File: src/rtl/pong_pkg.sv
// Shared types for the pong link message scheduler: message type encoding,
// scheduler states and the payload record carried by every message.
package pong_pkg;

  localparam int BALL_Y_W = 9;
  localparam int VEL_W    = 4;
  localparam int SCORE_W  = 5;

  typedef enum logic [3:0] {
    MSG_NONE         = 4'b0000,
    MSG_BALL         = 4'b0001,
    MSG_MISS         = 4'b0010,
    MSG_NEW_GAME     = 4'b0100,
    MSG_NEW_GAME_ACK = 4'b1000
  } msg_type_t;

  typedef enum logic [1:0] {
    IDLE,
    SEND,
    AWAIT_ACK,
    SEND_NESTED
  } sched_state_t;

  typedef struct packed {
    logic [BALL_Y_W-1:0] ball_y;
    logic [VEL_W-1:0]    velocity_x;
    logic [VEL_W-1:0]    velocity_y;
    logic                sign_y;
    logic [SCORE_W-1:0]  my_score;
    logic [SCORE_W-1:0]  your_score;
    logic                you_should_serve;
    logic                you_serve_first;
  } payload_t;

endpackage

File: src/rtl/msg_tx_scheduler_ack_timer.sv
// Acknowledgement timer: counts while enabled, holds its value when not,
// and flags the last cycle of the timeout window.
module ack_timer #(
  parameter int TIMEOUT_CYCLES = 2_500_000,
  parameter int WIDTH          = 22
) (
  input  logic clock,
  input  logic reset,
  input  logic clear,
  input  logic enable,
  output logic terminal
);

  localparam logic [WIDTH-1:0] LAST = WIDTH'(TIMEOUT_CYCLES - 1);

  logic [WIDTH-1:0] count;

  // Clear has priority over counting so a fresh wait always starts at zero.
  always_ff @(posedge clock or posedge reset) begin
    if (reset) begin
      count <= '0;
    end else if (clear) begin
      count <= '0;
    end else if (enable) begin
      count <= count + WIDTH'(1);
    end
  end

  assign terminal = (count == LAST);

endmodule

File: src/rtl/msg_tx_scheduler.sv
// Transmit scheduler for the pong link: arbitrates four message requesters,
// hands one message at a time to the serial sender, and runs the new-game
// handshake with timeout, retransmission and link status tracking.
module msg_tx_scheduler
  import pong_pkg::*;
#(
  parameter int TIMEOUT_CYCLES = 2_500_000,
  parameter int MAX_RETRIES    = 3
) (
  input  logic                clock,
  input  logic                reset,
  input  logic                ball_req,
  input  logic                miss_req,
  input  logic                new_game_req,
  input  logic                new_game_ack_req,
  output logic                ball_gnt,
  output logic                miss_gnt,
  output logic                new_game_gnt,
  output logic                new_game_ack_gnt,
  input  logic [BALL_Y_W-1:0] ball_y_in,
  input  logic [VEL_W-1:0]    velocity_x_in,
  input  logic [VEL_W-1:0]    velocity_y_in,
  input  logic                sign_y_in,
  input  logic [SCORE_W-1:0]  my_score_in,
  input  logic [SCORE_W-1:0]  your_score_in,
  input  logic                you_should_serve_in,
  input  logic                you_serve_first_in,
  input  logic                new_game_ack_seen,
  output logic                send_new_message,
  input  logic                message_sent,
  output logic [BALL_Y_W-1:0] ball_y_tx,
  output logic [VEL_W-1:0]    velocity_x_tx,
  output logic [VEL_W-1:0]    velocity_y_tx,
  output logic                sign_y_tx,
  output logic [SCORE_W-1:0]  my_score_tx,
  output logic [SCORE_W-1:0]  your_score_tx,
  output logic                you_should_serve_tx,
  output logic                you_serve_first_tx,
  output logic                ball_message_tx,
  output logic                miss_message_tx,
  output logic                new_game_message_tx,
  output logic                new_game_ack_message_tx,
  output logic                link_up,
  output logic                link_error,
  output logic                busy
);

  localparam int TIMER_W = (TIMEOUT_CYCLES > 1) ? $clog2(TIMEOUT_CYCLES) : 1;
  localparam int RETRY_W = (MAX_RETRIES > 0) ? $clog2(MAX_RETRIES + 1) : 1;

  sched_state_t       state, state_next;
  msg_type_t          gnt_sel, tx_type;
  payload_t           in_payload, tx_payload, ng_payload;
  logic [RETRY_W-1:0] retries;
  logic               timer_clear, timer_en, timer_done;
  logic               retry_inc, set_link_up, set_error, restore;

  assign in_payload = '{
    ball_y:           ball_y_in,
    velocity_x:       velocity_x_in,
    velocity_y:       velocity_y_in,
    sign_y:           sign_y_in,
    my_score:         my_score_in,
    your_score:       your_score_in,
    you_should_serve: you_should_serve_in,
    you_serve_first:  you_serve_first_in
  };

  ack_timer #(
    .TIMEOUT_CYCLES(TIMEOUT_CYCLES),
    .WIDTH         (TIMER_W)
  ) u_ack_timer (
    .clock   (clock),
    .reset   (reset),
    .clear   (timer_clear),
    .enable  (timer_en),
    .terminal(timer_done)
  );

  // Scheduler state register; reset drops any message in flight at once.
  always_ff @(posedge clock or posedge reset) begin
    if (reset) begin
      state <= IDLE;
    end else begin
      state <= state_next;
    end
  end

  // Arbitration and handshake decisions; an ack seen wins over a timeout,
  // and the timer is frozen on the nested grant cycle and during the nested send.
  always_comb begin
    state_next  = state;
    gnt_sel     = MSG_NONE;
    timer_clear = 1'b0;
    timer_en    = 1'b0;
    retry_inc   = 1'b0;
    set_link_up = 1'b0;
    set_error   = 1'b0;
    restore     = 1'b0;
    case (state)
      IDLE: begin
        if (!reset) begin
          if (new_game_ack_req)  gnt_sel = MSG_NEW_GAME_ACK;
          else if (new_game_req) gnt_sel = MSG_NEW_GAME;
          else if (miss_req)     gnt_sel = MSG_MISS;
          else if (ball_req)     gnt_sel = MSG_BALL;
          if (gnt_sel != MSG_NONE) state_next = SEND;
        end
      end
      SEND: begin
        if (message_sent) begin
          if (tx_type == MSG_NEW_GAME) begin
            state_next  = AWAIT_ACK;
            timer_clear = 1'b1;
          end else begin
            state_next = IDLE;
          end
        end
      end
      AWAIT_ACK: begin
        if (new_game_ack_seen) begin
          set_link_up = 1'b1;
          state_next  = IDLE;
        end else if (timer_done) begin
          if (retries < RETRY_W'(MAX_RETRIES)) begin
            retry_inc  = 1'b1;
            state_next = SEND;
          end else begin
            set_error  = 1'b1;
            state_next = IDLE;
          end
        end else if (new_game_ack_req) begin
          gnt_sel    = MSG_NEW_GAME_ACK;
          state_next = SEND_NESTED;
        end else begin
          timer_en = 1'b1;
        end
      end
      SEND_NESTED: begin
        if (message_sent) begin
          restore    = 1'b1;
          state_next = AWAIT_ACK;
        end
      end
      default: state_next = IDLE;
    endcase
  end

  // Message register: captured on each grant, and put back to the saved
  // new-game message once a nested acknowledgement has gone out.
  always_ff @(posedge clock or posedge reset) begin
    if (reset) begin
      tx_payload <= '0;
      ng_payload <= '0;
      tx_type    <= MSG_NONE;
    end else begin
      if (gnt_sel != MSG_NONE) begin
        tx_payload <= in_payload;
        tx_type    <= gnt_sel;
      end
      if (gnt_sel == MSG_NEW_GAME) begin
        ng_payload <= in_payload;
      end
      if (restore) begin
        tx_payload <= ng_payload;
        tx_type    <= MSG_NEW_GAME;
      end
    end
  end

  // Link status and retry bookkeeping; link_error stays set until a new game starts.
  always_ff @(posedge clock or posedge reset) begin
    if (reset) begin
      retries    <= '0;
      link_up    <= 1'b0;
      link_error <= 1'b0;
    end else begin
      if (gnt_sel == MSG_NEW_GAME) begin
        retries    <= '0;
        link_up    <= 1'b0;
        link_error <= 1'b0;
      end
      if (retry_inc) begin
        retries <= retries + RETRY_W'(1);
      end
      if (set_link_up) begin
        retries    <= '0;
        link_up    <= 1'b1;
        link_error <= 1'b0;
      end
      if (set_error) begin
        link_up    <= 1'b0;
        link_error <= 1'b1;
      end
    end
  end

  assign ball_gnt         = (gnt_sel == MSG_BALL);
  assign miss_gnt         = (gnt_sel == MSG_MISS);
  assign new_game_gnt     = (gnt_sel == MSG_NEW_GAME);
  assign new_game_ack_gnt = (gnt_sel == MSG_NEW_GAME_ACK);

  assign send_new_message = (state == SEND) || (state == SEND_NESTED);
  assign busy             = (state != IDLE);

  assign ball_y_tx           = tx_payload.ball_y;
  assign velocity_x_tx       = tx_payload.velocity_x;
  assign velocity_y_tx       = tx_payload.velocity_y;
  assign sign_y_tx           = tx_payload.sign_y;
  assign my_score_tx         = tx_payload.my_score;
  assign your_score_tx       = tx_payload.your_score;
  assign you_should_serve_tx = tx_payload.you_should_serve;
  assign you_serve_first_tx  = tx_payload.you_serve_first;

  assign ball_message_tx         = (tx_type == MSG_BALL);
  assign miss_message_tx         = (tx_type == MSG_MISS);
  assign new_game_message_tx     = (tx_type == MSG_NEW_GAME);
  assign new_game_ack_message_tx = (tx_type == MSG_NEW_GAME_ACK);

endmodule

File: config.mk
export PLATFORM = sky130hd
export DESIGN_NAME = msg_tx_scheduler
export DESIGN_NICKNAME = d
export VERILOG_FILES = /design/src/rtl/pong_pkg.sv /design/src/rtl/msg_tx_scheduler_ack_timer.sv /design/src/rtl/msg_tx_scheduler.sv
export SDC_FILE = /design/constraint.sdc
export NUM_CORES = 1
export LEC_CHECK = 0
export ABC_AREA = 1
export CELL_PAD_IN_SITES_DETAIL_PLACEMENT = 2
export CELL_PAD_IN_SITES_GLOBAL_PLACEMENT = 2
export CORE_MARGIN = 5
export CORE_UTILIZATION = 31
export CTS_BUF_LIST = sky130_fd_sc_hd__clkbuf_8
export DETAILED_ROUTE_END_ITERATION = 16
export PLACE_DENSITY_LB_ADDON = 0.1
export SYNTH_ARGS = -nofsm -noshare
export SYNTH_HDL_FRONTEND = slang
export SYNTH_HIERARCHICAL = 1
export SYNTH_SLANG_ARGS = --single-unit
File: constraint.sdc
create_clock -name clock -period 4.95 [get_ports clock]
set_clock_uncertainty 0.05 [all_clocks]
set_input_delay 0.99 -clock clock [delete_from_list [all_inputs] [get_ports clock]]
set_output_delay 0.99 -clock clock [all_outputs]
set_load 0.1 [all_outputs]
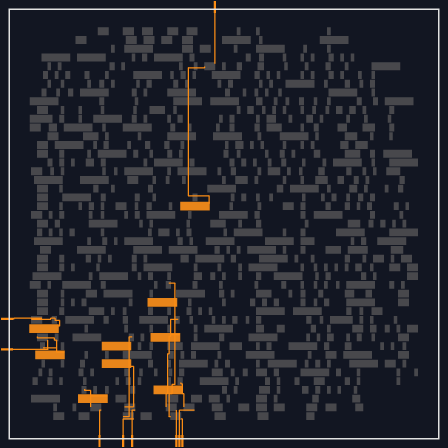
*Wires at chosen ports, followed through buffers, run 1*
port	color	bits	direction	edge	end cells	buffers	wire
ball_y_tx	orange	9	output	6 bottom, 2 left, 1 top	9	9	322 µm
I/O Buffers: 79
io pins: 80

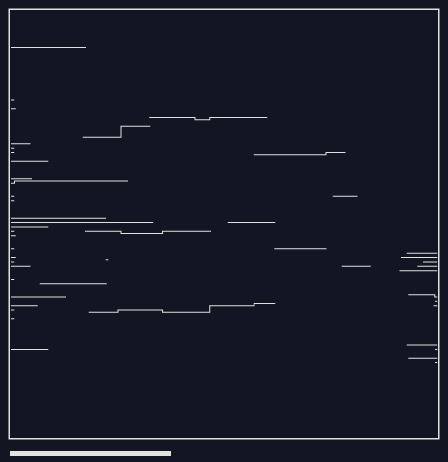
*The metal 3 layer, run 1*
The bar under the picture is 50 µm long.
longest straight run	43.9 µm
share of all routed wire	3.9%
wire length on this layer	551 µm

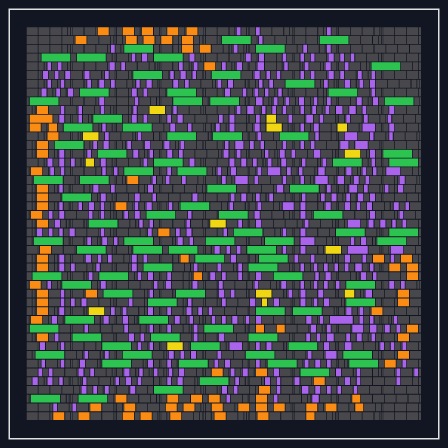
*Placement by cell class, run 1*
Fill, decap, tap and diode cells in gray.
class	color	cells	share of their area
clock drivers and dummy loads	yellow	14	2.9%
all other logic	purple	497	41%
other buffers and delay cells	orange	84	15%
flip-flops	green	92	41%

==> qor.yml, run 1 <==
outcome:
  status: "finished, final reports clean"
die:
  dieHeight_um: 133
  nWellTaps: 188
  dieArea_um2: 17700
  die_w_um: 133
  core_area_um2: 15000
  core_util_floorplan_pct: 31.2
logic_synthesis:
  synth_cells: 614
  syn-cell-area_um2: 4690
  edf_count: 0
  synthAdderAreaFrac_pct: 0.533
  ys_cells: 614
  fp_nets: 654
  top_cell_area_share_pct: 49.0
  ys_sh_simple_pct: 31.4
  synth_cell_types: 27
  ys_seq_share_pct: 49.0
  yosys_area_um2: 4690
final_timing:
  setup_slack_ns: 1.44
  setup_viol_count_final: 0
  max_freq_mhz: 285
  setup_tns_ns: 0
  fin_crit_ns: 3.51
  rsz0062_at_grt: "no"
power:
  comb_power_mw: 2.06
  power.density_nw_per_um2: 653
  finalPower_mw: 3.78
  ir_worst_vdd_v: 0.000380
  pwr-share-comb_pct: 54.6
  power_switching_mw: 2.08
  seq_power_share_pct: 32.8
  power.internal_mw: 1.70
clocking:
  cts_hold_buf: 0
  clk_latency_ns: 0.39
  cts_resized: 0
  cts_tree: "done"
  root_buffer: "clkbuf_8"
  cts_setup_buffers: 0
  clockBufferDepth: 2
  cts_sinks: 92
global_route:
  use_met1_pct: 19.7
  grt.busiest_layer: "met2"
  grt_pass1_wl_mm: 24.1
  overflow: 0
  use_met3_pct: 5.06
  antenna_found_initial: 0
routing:
  top_layer: "met4"
  wl_met1_mm: 6.27
  drtIter0Drc: 118
  route.detailed.drc: 0
  drt_wl_total_mm: 14.3
  avgViaCountPerCell: 4.93
  wl_met2_mm: 7.32
setup_path:
  cpPeakStageDelay_ns: 1.18
  path_max_fanout: 3
  worstPathRequired_ns: 3.91
  critical_path.cell_chain: "or2_2 > nor3_1 > clkdlybuf4s50_1"
  critPathSlowestCell: "clkdlybuf4s50_1"
  cp-start-kind: "flip-flop"
finish:
  layout.cells.non_filler: 875
  clock_tree_area_fraction_pct: 2.81
  layout.non_clock_buffers: 84
  seq_area_share_pct: 39.8
  final-seq-area_um2: 2300
  areaGrowthSynthToFinish_pct: 23.2
  num-multi-input-gates: 427
  most-common-layout-cells: "178 x nand2_1, 92 x dfrtp_1, 75 x clkdlybuf4s50_1, 67 x inv_1, 67 x o21ai_0"
  fill_cells: 1741
  biggestCellCategory: "flip-flops and latches"
  lay_top_count: "nand2_1"
  n_antenna_cell: 0
  final_nets: 724
  comb_area_share_pct: 34.4
  nonClkBufAreaFrac_pct: 14.4
job:
  warning_count: 26
place:
  hpwl_mm: 10.3
  place_area_um2: 5620
  dp_slack_ns: 1.48
## run 1: final timing paths
kind | startpoint | endpoint | slack [ns] | depth (start not counted)
max in group asynchronous | reset | velocity_y_tx[3] | 2.94 | 3
worst min register to register | retries[1] | retries[1] | 0.44 | 2
worst max-delay path | tx_type[3] | miss_message_tx | 1.44 | 3
worst min-delay path | retries[1] | retries[1] | 0.44 | 2
worst max register to register | u_ack_timer/count[1] | u_ack_timer/count[4] | 2.45 | 14
min in group asynchronous | reset | state[1] | 0.88 | 2
## run 1: state kept, by name (all words and copies together), names as in the netlist
signal	cells
velocity_y_tx	4
ng_payload	30
u_ack_timer/count	22
you_serve_first_tx	1
state	2
your_score_tx	5
link_error	1
tx_type	4
ball_y_tx	9
my_score_tx	5
sign_y_tx	1
link_up	1
you_should_serve_tx	1
retries	2
velocity_x_tx	4
==> run 2, diff against run 1 <==
CORE_UTILIZATION = 28   (was 31)
clock period = 3 ns   (was 4.95 ns; I/O delays follow)
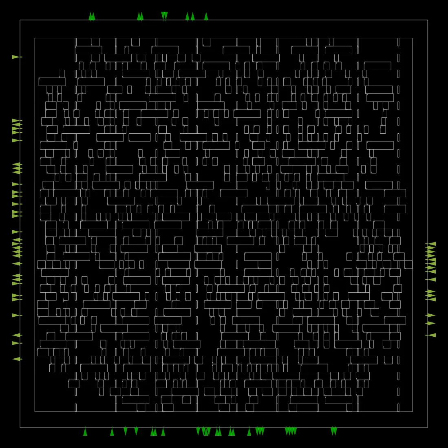
*Cell outlines without signal wires, run 2*
Flops: 92
flop share of the area: 39.1%
final core occ: 35.7%
CORE AREA: 16500 µm²
Tapcells: 220

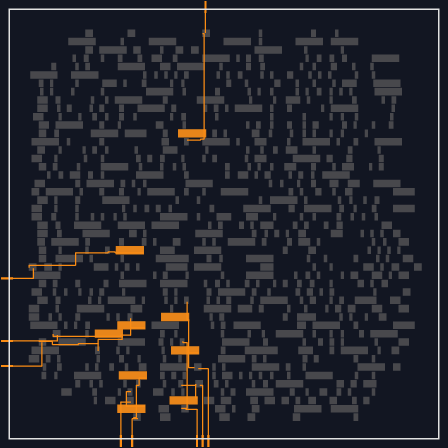
*Wires at chosen ports, followed through buffers, run 2*

==> run 2 against run 1 <==
  * Power rose by 69%
  * Sequential power increased by 65%
  * Critical path depth rose by 6
  * Global-route usage shrank 1.0 points
  * Combinational power increased by 63%
  * Sequential share of layout area down 0.74 points
  * Final area up 1.9%
  * Worst hold slack better by 0.0055 ns
  * Area after synthesis unchanged
  * Cell count is 4.5% higher
  * Worst setup slack got worse by 1.1 ns
  * Critical path type unchanged
  * Largest cell class unchanged
  * Largest power group unchanged
  * Highest routed layer unchanged
==> qor.yml, run 2 <==
finish:
  largest_reg_flops: 30  # unchanged
  biggestCellCategory: "flip-flops and latches"
  final-seq-area_um2: 2300  # unchanged
  most-common-layout-cells: "177 x nand2_1, 92 x dfrtp_1, 67 x inv_1, 67 x o21ai_0, 58 x nand3_1"
  num-multi-input-gates: 427  # unchanged
  nonClkBufAreaFrac_pct: 14.0  # -0.39 points
  areaGrowthSynthToFinish_pct: 25.5
  final_nets: 729  # +0.69%
  fill_cells: 1944  # +12%
  n_antenna_cell: 0  # unchanged
global_route:
  overflow: 0  # unchanged
  use_met3_pct: 3.98  # -1.1 points
  use_met1_pct: 20.4  # +0.61 points
  grt_pass1_wl_mm: 24.9  # +3.2%
  grt.busiest_layer: "met2"
setup_path:
  cpPeakStageDelay_ns: 0.40  # -0.78 ns
  critPathSlowestCell: "dfrtp_1"
  path_max_fanout: 4  # +1
  r2r-end: "sign_y_tx"
  startpoint: "u_ack_timer/count[1]"
  r2r_cells: 12  # -2
  reg2reg_from: "u_ack_timer/count[1]"
  crit_end: "new_game_ack_gnt"
  worstPathRequired_ns: 2.35  # -1.56 ns
logic_synthesis:
  ys_sh_simple_pct: 31.4  # unchanged
  synth_cell_types: 27  # unchanged
  edf_count: 0  # unchanged
  synthAdderAreaFrac_pct: 0.533  # unchanged
  synth_cells: 614  # unchanged
  yosys_area_um2: 4690  # unchanged
  top_cell_area_share_pct: 49.0  # unchanged
clocking:
  clockBufferDepth: 2  # unchanged
  clk_latency_ns: 0.39  # about the same
  cts_resized: 0  # unchanged
  cts_setup_buffers: 0  # unchanged
  cts_sinks: 92  # unchanged
die:
  io_pins: 80  # unchanged
  die_w_um: 139  # +4.8%
  dieArea_um2: 19500  # +9.9%
  dieHeight_um: 139  # +4.8%
final_timing:
  setup_viol_count_final: 0  # unchanged
routing:
  top_layer: "met4"
  wl_met1_mm: 6.77  # +8.0%
  wl_met2_mm: 7.33  # +0.12%
outcome:
  status: "finished, final reports clean"
min_path:
  hold_path.startpoint: "retries[1]"
  worstHoldEndpoint: "retries[1]"
power:
  ir_worst_vdd_v: 0.000939  # +150%
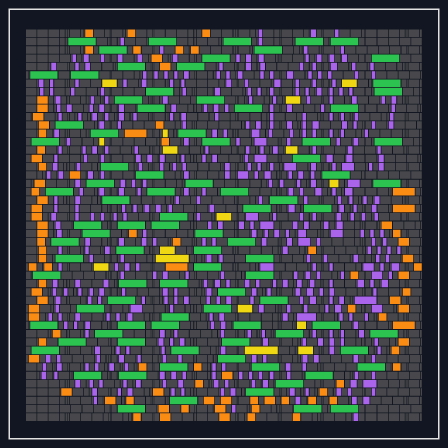
*Placement by cell class, run 2*
Fill, decap, tap and diode cells in gray.
class	color	cells	share of their area
other buffers and delay cells	orange	89	15%
flip-flops	green	92	41%
clock drivers and dummy loads	yellow	16	4.0%
all other logic	purple	497	40%
fin area: 5890 µm²
Rows: 47

-- run 2: per-stage QoR --
step	setup TNS, ns	total power, mW	cells
after floorplan	-1.00	4.63	614
after global placement	0	5.39	898
after detailed placement	0	5.49	898
after CTS	0	6.51	914
after global routing	0	6.80	914
final	0	6.39	914
-- run 2: worst max-delay path, delay by kind of cell, from the launching register on --
kind	cells	cell delay (ns)
adder cells (fa/ha/maj)	1	0.21
buffers and inverters	2	0.28
flip-flops	1	0.40
AND/OR/NAND/NOR	6	0.76
-- run 2: where the power goes --
group / leakage (nW) / total (mW) / internal (mW) / switching (mW)
combinational: 1.63 / 3.35 / 0.735 / 2.62
clock: 0.115 / 0.979 / 0.477 / 0.502
sequential: 1.17 / 2.05 / 1.72 / 0.331
total: 2.92 / 6.39 / 2.94 / 3.45
Power is estimated from default activity; no workload was simulated.
